<file path="src/rtl/ascon_dout_capture_if.sv">
// Bus bundle between an ASCON core's output side and the dout capture buffer.
// The master drives the core strobes and read index; the slave returns status and read data.
interface ascon_dout_capture_if #(
  parameter int pWORDS = 8
);
  logic              init;
  logic              busy;
  logic              val_dout;
  logic [7:0]        waddr;
  logic [31:0]       dout;
  logic [3:0]        exp_words;
  logic [4:0]        rd_idx;
  logic [7:0]        rd_byte;
  logic [pWORDS-1:0] word_mask;
  logic              done;
  logic              err;
  logic [15:0]       cyc_count;

  modport master (
    output init, busy, val_dout, waddr, dout, exp_words, rd_idx,
    input  rd_byte, word_mask, done, err, cyc_count
  );

  modport slave (
    input  init, busy, val_dout, waddr, dout, exp_words, rd_idx,
    output rd_byte, word_mask, done, err, cyc_count
  );
endinterface

</file>
<file path="src/rtl/ascon_dout_capture.sv">
// Captures output words from an ASCON core into a small buffer during a busy window,
// tracks which indices arrived, and exposes the buffer through a registered byte read port.
module ascon_dout_capture #(
  parameter int pWORDS = 8
) (
  input logic                  clk,
  input logic                  rst,
  ascon_dout_capture_if.slave  bus
);

  localparam int          IW       = $clog2(pWORDS);
  localparam logic [7:0]  WORDS_W8 = 8'(pWORDS);
  localparam logic [3:0]  EXP_MAX  = 4'(pWORDS);

  typedef enum logic [1:0] {
    IDLE     = 2'd0,
    CAPTURE  = 2'd1,
    COMPLETE = 2'd2,
    ERROR    = 2'd3
  } state_t;

  state_t            state_q, state_d;
  logic [31:0]       words_q [pWORDS];
  logic [31:0]       words_d [pWORDS];
  logic [pWORDS-1:0] mask_q, mask_d;
  logic [3:0]        cnt_q, cnt_d;
  logic [3:0]        exp_q, exp_d;
  logic [15:0]       cyc_q, cyc_d;
  logic              busy_q;
  logic              done_q, done_d;
  logic              err_q, err_d;
  logic [7:0]        rd_byte_q, rd_byte_d;

  logic              busy_rise_s;
  logic              busy_fall_s;
  logic              addr_ok_s;
  logic [IW-1:0]     widx_s;
  logic [31:0]       rd_word_s;

  // A zero or out-of-range expectation means "wait for the whole buffer".
  function automatic logic [3:0] map_exp(input logic [3:0] e);
    if (e == 4'd0 || e > EXP_MAX) begin
      return EXP_MAX;
    end else begin
      return e;
    end
  endfunction

  assign busy_rise_s = bus.busy & ~busy_q;
  assign busy_fall_s = ~bus.busy & busy_q;
  assign addr_ok_s   = (bus.waddr < WORDS_W8);
  assign widx_s      = bus.waddr[IW-1:0];
  assign rd_word_s   = words_q[bus.rd_idx[4:2]];

  always_comb begin
    state_d = state_q;
    words_d = words_q;
    mask_d  = mask_q;
    cnt_d   = cnt_q;
    exp_d   = exp_q;
    cyc_d   = cyc_q;

    if (bus.init) begin
      state_d = IDLE;
      words_d = '{default: 32'd0};
      mask_d  = '0;
      cnt_d   = 4'd0;
      cyc_d   = 16'd0;
    end else begin
      case (state_q)
        IDLE, COMPLETE, ERROR: begin
          if (busy_rise_s) begin
            state_d = CAPTURE;
            mask_d  = '0;
            cnt_d   = 4'd0;
            cyc_d   = 16'd0;
            exp_d   = map_exp(bus.exp_words);
          end else begin
            state_d = state_q;
          end
        end
        CAPTURE: begin
          cyc_d = (cyc_q == 16'hFFFF) ? cyc_q : cyc_q + 16'd1;
          if (bus.val_dout && !addr_ok_s) begin
            state_d = ERROR;
          end else begin
            if (bus.val_dout) begin
              words_d[widx_s] = bus.dout;
              mask_d[widx_s]  = 1'b1;
              cnt_d           = cnt_q + {3'd0, ~mask_q[widx_s]};
            end else begin
              cnt_d = cnt_q;
            end
            // The arriving word counts toward completion before a busy drop is judged.
            if (cnt_d >= exp_q) begin
              state_d = COMPLETE;
            end else if (busy_fall_s) begin
              state_d = ERROR;
            end else begin
              state_d = CAPTURE;
            end
          end
        end
        default: begin
          state_d = IDLE;
        end
      endcase
    end

    done_d = (state_d == COMPLETE);
    err_d  = (state_d == ERROR);

    case (bus.rd_idx[1:0])
      2'd0:    rd_byte_d = rd_word_s[31:24];
      2'd1:    rd_byte_d = rd_word_s[23:16];
      2'd2:    rd_byte_d = rd_word_s[15:8];
      2'd3:    rd_byte_d = rd_word_s[7:0];
      default: rd_byte_d = 8'd0;
    endcase
  end

  always_ff @(posedge clk) begin
    if (!rst) begin
      state_q   <= IDLE;
      words_q   <= '{default: 32'd0};
      mask_q    <= '0;
      cnt_q     <= 4'd0;
      exp_q     <= EXP_MAX;
      cyc_q     <= 16'd0;
      busy_q    <= 1'b0;
      done_q    <= 1'b0;
      err_q     <= 1'b0;
      rd_byte_q <= 8'd0;
    end else begin
      state_q   <= state_d;
      words_q   <= words_d;
      mask_q    <= mask_d;
      cnt_q     <= cnt_d;
      exp_q     <= exp_d;
      cyc_q     <= cyc_d;
      busy_q    <= bus.busy;
      done_q    <= done_d;
      err_q     <= err_d;
      rd_byte_q <= rd_byte_d;
    end
  end

  assign bus.rd_byte   = rd_byte_q;
  assign bus.word_mask = mask_q;
  assign bus.done      = done_q;
  assign bus.err       = err_q;
  assign bus.cyc_count = cyc_q;

endmodule

</file>
<file path="src/flat_wrapper.sv">
// flat-port wrapper written by rule: the top's interface ports become plain ports
module ascon_dout_capture_flat 
#(
  parameter int pWORDS = 8
)
  (clk, rst, bus_init, bus_busy, bus_val_dout, bus_waddr, bus_dout, bus_exp_words, bus_rd_idx, bus_rd_byte, bus_word_mask, bus_done, bus_err, bus_cyc_count);
  ascon_dout_capture_if #(.pWORDS(pWORDS)) bus_i ();
  input logic clk;
  input logic rst;
  input wire logic [$bits(bus_i.init)-1:0] bus_init;
  input wire logic [$bits(bus_i.busy)-1:0] bus_busy;
  input wire logic [$bits(bus_i.val_dout)-1:0] bus_val_dout;
  input wire logic [$bits(bus_i.waddr)-1:0] bus_waddr;
  input wire logic [$bits(bus_i.dout)-1:0] bus_dout;
  input wire logic [$bits(bus_i.exp_words)-1:0] bus_exp_words;
  input wire logic [$bits(bus_i.rd_idx)-1:0] bus_rd_idx;
  output wire logic [$bits(bus_i.rd_byte)-1:0] bus_rd_byte;
  output wire logic [$bits(bus_i.word_mask)-1:0] bus_word_mask;
  output wire logic [$bits(bus_i.done)-1:0] bus_done;
  output wire logic [$bits(bus_i.err)-1:0] bus_err;
  output wire logic [$bits(bus_i.cyc_count)-1:0] bus_cyc_count;
  assign bus_i.init = bus_init;
  assign bus_i.busy = bus_busy;
  assign bus_i.val_dout = bus_val_dout;
  assign bus_i.waddr = bus_waddr;
  assign bus_i.dout = bus_dout;
  assign bus_i.exp_words = bus_exp_words;
  assign bus_i.rd_idx = bus_rd_idx;
  assign bus_rd_byte = bus_i.rd_byte;
  assign bus_word_mask = bus_i.word_mask;
  assign bus_done = bus_i.done;
  assign bus_err = bus_i.err;
  assign bus_cyc_count = bus_i.cyc_count;
  ascon_dout_capture #(.pWORDS(pWORDS)) u_core (.clk(clk), .rst(rst), .bus(bus_i));
endmodule
</file>
<file path="config.mk">
export PLATFORM = sky130hd
export DESIGN_NAME = ascon_dout_capture_flat
export DESIGN_NICKNAME = d
export VERILOG_FILES = /design/src/rtl/ascon_dout_capture_if.sv /design/src/rtl/ascon_dout_capture.sv /design/src/flat_wrapper.sv
export SDC_FILE = /design/constraint.sdc
export NUM_CORES = 1
export LEC_CHECK = 0
export CORE_ASPECT_RATIO = 0.7
export CORE_MARGIN = 5
export CORE_UTILIZATION = 30
export DETAILED_ROUTE_END_ITERATION = 8
export GPL_TIMING_DRIVEN = 0
export SLEW_MARGIN = 25
export SYNTH_ARGS = -nofsm -noshare
export SYNTH_HDL_FRONTEND = slang
export SYNTH_SLANG_ARGS = --single-unit
</file>
<file path="constraint.sdc">
create_clock -name clk -period 3.4 [get_ports clk]
set_input_delay 0.51 -clock clk [delete_from_list [all_inputs] [get_ports clk]]
set_output_delay 0.51 -clock clk [all_outputs]
set_load 0.01 [all_outputs]
</file>
==> deck_impl_summary.md, run 1 <==
Run Summary

Synthesis
  • Post-synth top flop: dfxtp_1
  • Avg Cell Area, Syn: 8.741 um2
  • Adder-Cell Fraction of Synth Area: 0.6366%
  • EDFF count, synth: 0
  • Max-area cell share: a little over two fifths
  • Top cells by count: 485 x nand2_1, 301 x dfxtp_1, 214 x a21oi_1, 75 x clkbuf_1
  • Mux cell area share: 11.09%
  • Yosys stat chip area: between 10000 and 15000 um2
  • Syn_nets: about 1600
  • Xor+xnor area frac: less than 1%
  • Distinct cells, synth: 52
  • Simple Share, Synth: 21.08%
  • Synth Seq Share: 43.80%
  • Synth flops: around 300

Hold path
  • Hold Path Class: in2reg
  • Hold Path End: u_core.words_q[24]
  • HP Start: bus_dout[24]

Worst setup path
  • CP Max Fanout: 10
  • Crit-path cells: clkdlybuf4s50_1, clkbuf_2, nor2_1, a311oi_1, a21oi_1, a21oi_1, ha_1, ha_1, mux2_2, ha_1, a21oi_1, o2111ai_1, a32oi_1, nor2_1
  • Max incr delay on CP: 520 ps
  • Setup CP Type: in2reg
  • Setup crit start: bus_waddr[1]
  • Crit path arrival time: 3600 ps
  • Buf+Inv Stages, Crit Path: 2
  • Worst path depth: 14
  • Worst setup endpoint: u_core.bus.done
  • Crit path launch type: input pin
  • Reg2reg end: u_core.bus.done
  • WP data required: 3850 ps

Routing
  • Vias/cell: 5.195
  • DRC violations left: 0
  • 1st-iter DRT viols: 1186
  • DR WL/cell: 19.93 um
  • Vias post-DR: 11860

Timing
  • Hold Vio Cnt, Final: 0
  • Min Tclk post-route: 3155 ps
  • PnR worst setup slack: about 250 ps
  • Tcrit/Tclk final: 92.78%
  • Clock Skews: 13.95 ps
  • Final setup violation count: 0
  • Final Max Slew Viols: 0

Die
  • Chip Area: ~50000 um2
  • Die width: 266.0 um
  • Core footprint: 45220 um2
  • Starting Density: 30.43%

Placement
  • Gpl congestion: between 0.8 and 0.9
  • Cells after DPL: 2227
  • Pre-CTS WS: -559.0 ps

Clock tree
  • CTS tree: yes
  • CTS buffer count: 31
  • Cts hold-fix bufs: 0
  • Clock H-tree levels: 1
  • Post-cts repair resize count: 0
  • Clk pin slew, worst setup/hold paths: around 60 ps
  • Num Clock Sinks: 301
  • Clock Path Buffers: 3

Finish
  • Synthesis-to-finish area growth: 16.50%
  • Combinational Area: 6740 um2
  • Buffers excl. clock: 203
  • Antenna cells: 0
  • CLK BUF: approximately 41
  • Area-dominant class: multi-input combinational cells
  • Fill count: 4605
  • Layout cell share with drive strength beyond 1: a little under a fifth
  • Non-clk invs: 6
  • Design area: 16030 um2
  • Comb area share: roughly 42%
  • Sequential Area: around 6000 um2
  • Flops: 301
  • Fin cells: roughly 2300

Power and ir drop
  • Max VDD drop: about 0.00039 V
  • Pwr/cell area: 463.2 nW/um2
  • Logic pwr share: 5.9%
  • Seq pwr share: a little under half
  • Total power: 7.424 mW
  • Net Switching: 1.774 mW

Global routing
  • Global-route wire length before repair: 68930 um
  • Grt peak-use layer: met1
  • Met3 Use GR: approximately 4%
  • M1 GR Usage: 26.21%
  • Vias in the first global route: 11150
  • Grt met2 use: between 20% and 30%

Run
  • Log Warnings: 26
  • Max Cap Viol: 0

Status
  • Run status: complete, no violations
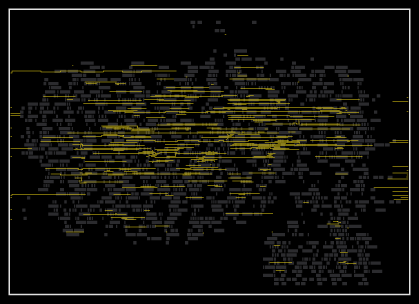
Run 1: M3 wires
Scale: 1.5 px per um.
longest straight run	141 um
nets with wire on the layer	201
share of all routed wire	9.4%
main direction	horizontal

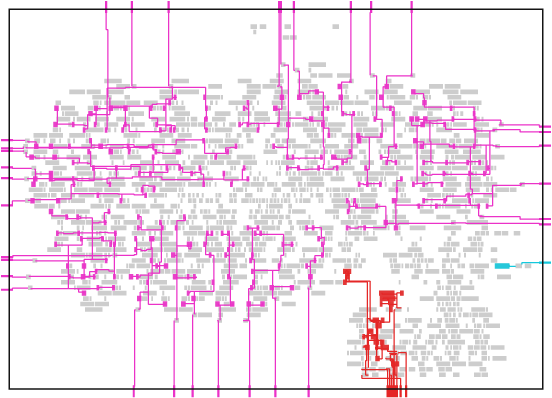
Run 1: nets reached from selected ports
Scale: 2 px per um.
color	port	direction	edge	end cells	buffers	wire
magenta	bus_dout	input	10 left, 9 top, 7 bottom, 6 right	256	32	3880 um
cyan	bus_done	output	right	1	1	14.2 um
red	bus_waddr	input	bottom	24	10	463 um
port bufs: 50
I/O Pins: 88

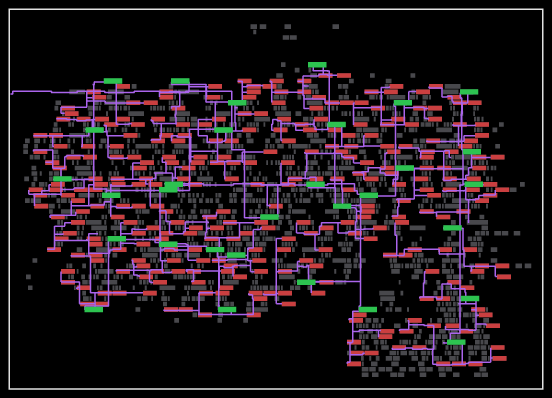
Run 1: routed clock nets over the placement
Scale: 2 px per um.
[green] clock-net drivers | count: 31
[purple] clock wires | length: 4060 um
[red] flip-flops | count: 301
routed clock nets	32
clock latency on the worst-skew pair: 570 ps
P_clk: 3.44 mW
Clk pwr share: 46.4%

## Run 2: what changed since run 1
Settings changed: CORE_ASPECT_RATIO 0.7 to 0.9.
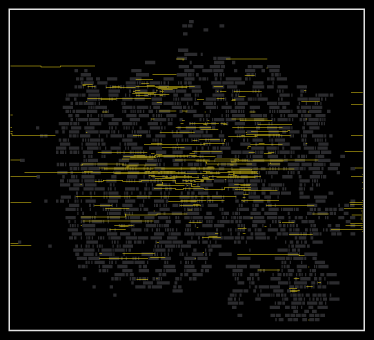
Run 2: M3 wires
Scale: 1.5 px per um.
nets with wire on the layer	168
main direction	horizontal
longest straight run	107 um

==> run 2 against run 1 <==
Effect of this change:
- global-route usage down 0.34 points
- clock-buffer cell count up 11
- setup slack better by 8.0 ps
- cell count up 0.44%
- critical path type unchanged
- largest cell class unchanged
- critical endpoint is now u_core.bus.err
==> deck_impl_summary.md, run 2 <==
Run Summary

Status
  • Run status: complete, no violations

Clock tree
  • Clock H-tree levels: 2 (+1)
  • Clock Path Buffers: 3 (unchanged)
  • Cts hold-fix bufs: 0 (unchanged)
  • CTS tree: yes
  • Num Clock Sinks: 301 (unchanged)

Global routing
  • Met3 Use GR: 3.100% (-0.99 points)
  • Global-route wire length before repair: 67610 um (-1.9%)
  • Grt peak-use layer: met2
  • Grt met2 use: 26.82% (+1.2 points)
  • Vias in the first global route: 11110 (-0.39%)

Finish
  • Non-clk invs: 6 (unchanged)
  • Sequential Area: 6026 um2 (unchanged)
  • Fin cells: 2292 (+0.44%)
  • Antenna cells: 1 (+1)
  • Area-dominant class: multi-input combinational cells
  • Layout cell share with drive strength beyond 1: 19.25% (+0.37 points)
  • Flops: 301 (unchanged)
  • Fill count: 4637 (+0.69%)
  • Buffers excl. clock: 203 (unchanged)

Power and ir drop
  • Max VDD drop: 0.0002988 V (-23%)
  • Net Switching: 1.784 mW (+0.57%)
  • Logic pwr share: 5.7% (-0.2 points)
  • Total power: 7.675 mW (+3.4%)
  • Seq pwr share: 46.2% (-1.5 points)
  • Pwr/cell area: 474.6 nW/um2 (+2.5%)

Die
  • Chip Area: 50250 um2 (-0.12%)
  • I/O Pins: 88 (unchanged)
  • Starting Density: 30.33% (-0.10 points)
  • Die width: 235.7 um (-11%)

Worst setup path
  • CP Max Fanout: 10 (unchanged)
  • Setup CP Type: in2reg
  • Buf+Inv Stages, Crit Path: 2 (unchanged)
  • Reg2reg end: u_core.bus.err
  • WP data required: 3820 ps (-30 ps)
  • Worst setup endpoint: u_core.bus.err
  • Crit-path cells: clkdlybuf4s50_1, clkbuf_2, nor2b_4, a22o_1, a21oi_2, ha_1, ha_1, mux2_2, ha_1, a21oi_1, o21ai_0, a311oi_2, nor2b_1
  • Max incr delay on CP: 520 ps (about the same)

Routing
  • Vias/cell: 5.070 (-2.4%)
  • Vias post-DR: 11620 (-2.0%)
  • DRC violations left: 0 (unchanged)
  • DR WL/cell: 19.35 um (-2.9%)
  • 1st-iter DRT viols: 1090 (-8.1%)

Synthesis
  • Top cells by count: 485 x nand2_1, 301 x dfxtp_1, 214 x a21oi_1, 75 x clkbuf_1
  • Xor+xnor area frac: 0.9549% (unchanged)
  • Adder-Cell Fraction of Synth Area: 0.6366% (unchanged)
  • Yosys stat chip area: 13760 um2 (unchanged)
  • Max-area cell share: 43.80% (unchanged)
  • Avg Cell Area, Syn: 8.741 um2 (unchanged)
  • Simple Share, Synth: 21.08% (unchanged)
  • Syn_nets: 1635 (unchanged)
  • Synth flops: 301 (unchanged)
  • Post-synth top flop: dfxtp_1

Run
  • Log Warnings: 26 (unchanged)
  • Max Cap Viol: 0 (unchanged)

Hold path
  • HP Start: bus_dout[14]
  • Hold Path Class: in2reg
  • Hold Path End: u_core.words_q[14]

Placement
  • Gpl congestion: 0.8735 (-1.5%)
  • Port bufs: 50 (unchanged)
  • Pre-CTS WS: -660.5 ps (-101.5 ps)
  • Cells after DPL: 2232 (+0.22%)

Timing
  • Final Max Slew Viols: 0 (unchanged)
  • Min Tclk post-route: 3147 ps (-7.984 ps)
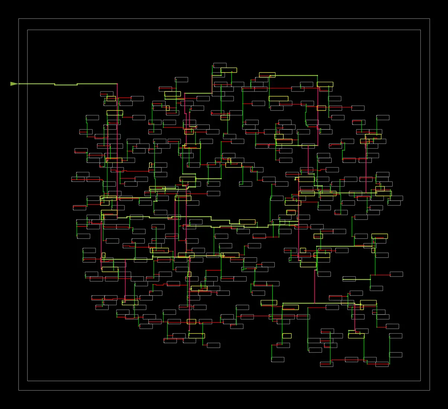
Run 2: clock wiring as the flow saved it
P_clk: 3.70 mW
Clock Skews: 31.45 ps
CLK BUF: 52
CTS buffer count: 34

## Run 3: what changed since run 2
--- a/config.mk
+++ b/config.mk
@@ -9,5 +9,6 @@
 export CORE_MARGIN = 5
-export CORE_UTILIZATION = 30
+export CORE_UTILIZATION = 50
 export DETAILED_ROUTE_END_ITERATION = 8
 export GPL_TIMING_DRIVEN = 0
+export PLACE_DENSITY = 0.72
 export SLEW_MARGIN = 25
--- a/constraint.sdc
+++ b/constraint.sdc
@@ -3,2 +3,2 @@
 set_output_delay 0.51 -clock clk [all_outputs]
-set_load 0.01 [all_outputs]
+set_load 0.005 [all_outputs]
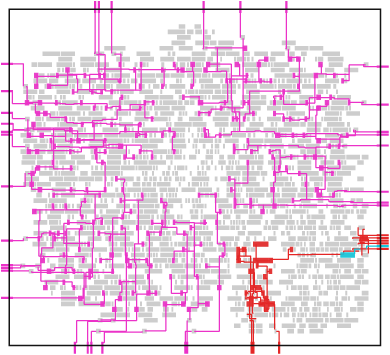
Run 3: nets reached from selected ports
Scale: 2 px per um.
color	port	direction	edge	end cells	buffers	wire
red	bus_waddr	input	5 right, 3 bottom	24	10	412 um
magenta	bus_dout	input	12 left, 8 right, 6 bottom, 6 top	256	32	3620 um
cyan	bus_done	output	right	1	1	12.5 um

==> run 3 against run 2 <==
Effect of this change:
- first-iteration DRC count is 12% higher
- maximum frequency fell by 1.6%
- utilization up 23 points
- setup slack lost 50 ps
- highest routed layer unchanged
==> deck_impl_summary.md, run 3 <==
Run Summary

Synthesis
  • Simple Share, Synth: 21.08% (unchanged)
  • Post-synth top flop: dfxtp_1
  • Synth Seq Share: 43.80%
  • Yosys stat chip area: 13760 um2 (unchanged)
  • Yosys cell count: 1574
  • Post-synthesis cell count: 1574
  • Main logic family after synthesis: simple AND/OR/NAND/NOR gates
  • Avg Cell Area, Syn: 8.741 um2 (unchanged)
  • Mux cell area share: roughly 11%
  • Yosys warning tally: 0
  • Xor+xnor area frac: 0.9549% (unchanged)
  • Adder-Cell Fraction of Synth Area: 0.6366% (unchanged)
  • Syn_nets: 1635 (unchanged)
  • Synth flops: 301 (unchanged)
  • Top cells, area: dfxtp_1 44%, nand2_1 13%, mux4_2 9.3%, a21oi_1 7.8%, a21oi_2 3.8%
  • Area leader, netlist: dfxtp_1
  • EDFF count, synth: 0
  • Distinct cells, synth: 52
  • Cell Area, Synth: between 10000 and 15000 um2
  • Max-area cell share: 43.80% (unchanged)
  • Yosys top cell by instances: nand2_1
  • Top cells by count: 485 x nand2_1, 301 x dfxtp_1, 214 x a21oi_1, 75 x clkbuf_1

Finish
  • Most used logic cell in the final layout: nand2_1
  • Non-clock buffer share of cell area: 9.364%
  • Combinational Area: between 6000 and 7000 um2
  • Layout cell share with drive strength beyond 1: 18.85% (-0.40 points)
  • Mi-comb count: between 1000 and 1500
  • Area-dominant class: multi-input combinational cells
  • Synthesis-to-finish area growth: 14.89%
  • Sequential Area: 6026 um2 (unchanged)
  • # nets final: between 1500 and 2000
  • Final core utilization: between 50% and 60%
  • Fin cells: 2036 (-11%)
  • Antenna cells: 0 (-1)
  • Max reg flops: between 200 and 300
  • Buffers excl. clock: 203 (unchanged)
  • Comb area share: 42.64%
  • Commonest cells after routing, fill and taps aside: 485 x nand2_1, 301 x dfxtp_1, 214 x a21oi_1
  • Largest Register: u_core.words_q
  • Seq/total area: 38.12%
  • Fill count: 2413 (-48%)
  • Non-clk invs: 6 (unchanged)

Clock tree
  • CTS buffer count: 31 (-8.8%)
  • Clock H-tree levels: 1 (-1)
  • Clock latency on the worst-skew pair: between 500 and 600 ps
  • Clock Path Buffers: 3 (unchanged)
  • Clk pin slew, worst setup/hold paths: 60 ps
  • Post-CTS setup buffer count: 0
  • CTS root buf: clkbuf_16
  • CTS tree: yes
  • Post-cts repair resize count: 1
  • Cts hold-fix bufs: 0 (unchanged)

Power and ir drop
  • Main power group: clock
  • Pwr/cell area: 479.3 nW/um2 (+1.0%)
  • Logic pwr share: 5.7% (about the same)
  • Comb. pwr: about 0.43 mW
  • Max VDD drop: 0.0003813 V (+28%)
  • Seq pwr share: 46.7% (+0.5 points)
  • Leakage: 4.941 nW
  • Clk pwr share: 47.6%
  • Total power: 7.577 mW (-1.3%)
  • Net Switching: 1.725 mW (-3.3%)
  • Sw frac: 22.76%
  • Seq pwr: 3.54 mW
  • Pint: 5.852 mW

Worst setup path
  • Most frequent CP cell: ha_1
  • WP data required: 3890 ps (+70 ps)
  • Top delay family on crit path: AND-OR/OR-AND gates
  • Critical path endpoint category: register
  • Buf+Inv Stages, Crit Path: 2 (unchanged)
  • Critical path's slowest cell: clkdlybuf4s50_1
  • CP Max Fanout: 10 (unchanged)
  • R2R depth: 12
  • Reg2reg setup slack: 460 ps
  • RR Startpoint: u_core.bus.word_mask[7]
  • Crit path arrival time: 3690 ps
  • Max incr delay on CP: 480 ps (-40 ps)
  • Worst setup endpoint: u_core.bus.err
  • Worst path depth: 13
  • Crit-path cells: clkdlybuf4s50_1, clkbuf_1, nor2b_2, a22o_1, a21oi_1, ha_1, ha_1, mux2_2, ha_1, a21oi_1, o21ai_0, a311oi_2, nor2b_1
  • Setup CP Type: in2reg
  • Crit path launch type: input pin
  • Setup crit start: bus_waddr[2]
  • Reg2reg end: u_core.bus.err

Die
  • Starting Density: 50.90% (+21 points)
  • I/O Pins: 88 (unchanged)
  • Core footprint: 27030 um2
  • Cell Rows: 57
  • Die H: 167.4 um
  • Die width: 184.9 um (-22%)
  • Tapcell count: 354
  • Chip Area: 30940 um2 (-38%)

Timing
  • PnR worst setup slack: 203.4 ps
  • WHS: 238.0 ps
  • Tcrit/Tclk final: 94.02%
  • Max-slew headroom: a little over a quarter
  • F_max: 0.3128 GHz
  • Min Tclk post-route: 3197 ps (+50.09 ps)
  • Final Max Slew Viols: 0 (unchanged)
  • Final TNS setup: 0 ps
  • Hold Vio Cnt, Final: 0
  • Final setup violation count: 0
  • Worst-Margin Slew: 1092 ps

Routing
  • 1st-iter DRT viols: 1219 (+12%)
  • Vias post-DR: 11840 (+1.9%)
  • DRC violations left: 0 (unchanged)
  • DR WL/cell: 20.35 um (+5.2%)
  • Routed wl met2: 18770 um
  • Routed wire length: around 41000 um
  • Vias/cell: 5.816 (+15%)
  • TritonRoute pass-1 iters: 6
  • Met3 WL post-DR: about 4000 um
  • WL met1: around 17000 um
  • Max Used Layer: met4

Hold path
  • Hold Path Class: in2reg
  • Hold Path End: u_core.words_q[49]
  • HP Start: bus_dout[17]
  • Hold path depth: 3

Global routing
  • Total track usage: 26.11%
  • Largest net degree at the start of global routing: 16
  • M1 GR Usage: a little under two fifths
  • Overflow after GRT: 0
  • Vias in the first global route: 11370 (+2.4%)
  • Initial antenna violation count: 0
  • Grt met2 use: 40.46% (+14 points)
  • Grt peak-use layer: met2
  • Global-route wire length before repair: 64210 um (-5.0%)
  • Met3 Use GR: 4.490% (+1.4 points)

Placement
  • Port bufs: 50 (unchanged)
  • HPWL Detailed: around 29000 um
  • Gpl congestion: 0.9444 (+8.1%)
  • Pre-CTS WS: -552.1 ps (+108.4 ps)
  • Cells after DPL: 1978 (-11%)
  • Placed inst area: between 10000 and 15000 um2

Status
  • Run status: complete, no violations

Run
  • Max Cap Viol: 0 (unchanged)
  • Log Warnings: 26 (unchanged)
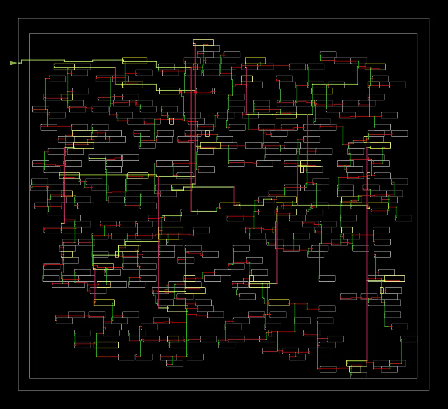
Run 3: clock wiring as the flow saved it
Flops: 301
Num Clock Sinks: 301
CLK BUF: 48
Clock Skews: 13.24 ps
P_clk: 3.61 mW


==> gallery <==
Cell classes on the final placement.
Plate I
Scale: 1 px per um.
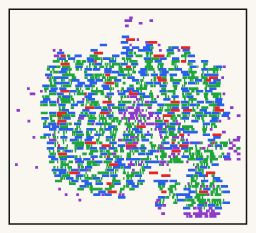
Plate II
Scale: 1.5 px per um.
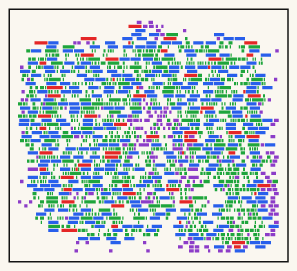
Plate I is run 2.
Plate II is run 3.
The one with the highest utilization is Plate II.

Key to Plate II:
color	class	cells	share of their area
purple	remaining buffers and delay cells	203	9.6%
red	clock drivers and dummy loads	58	7.1%
green	remaining logic cells	1120	44%
blue	registers	301	39%

Power figures rest on the tool's default switching activity, not on a simulated workload.
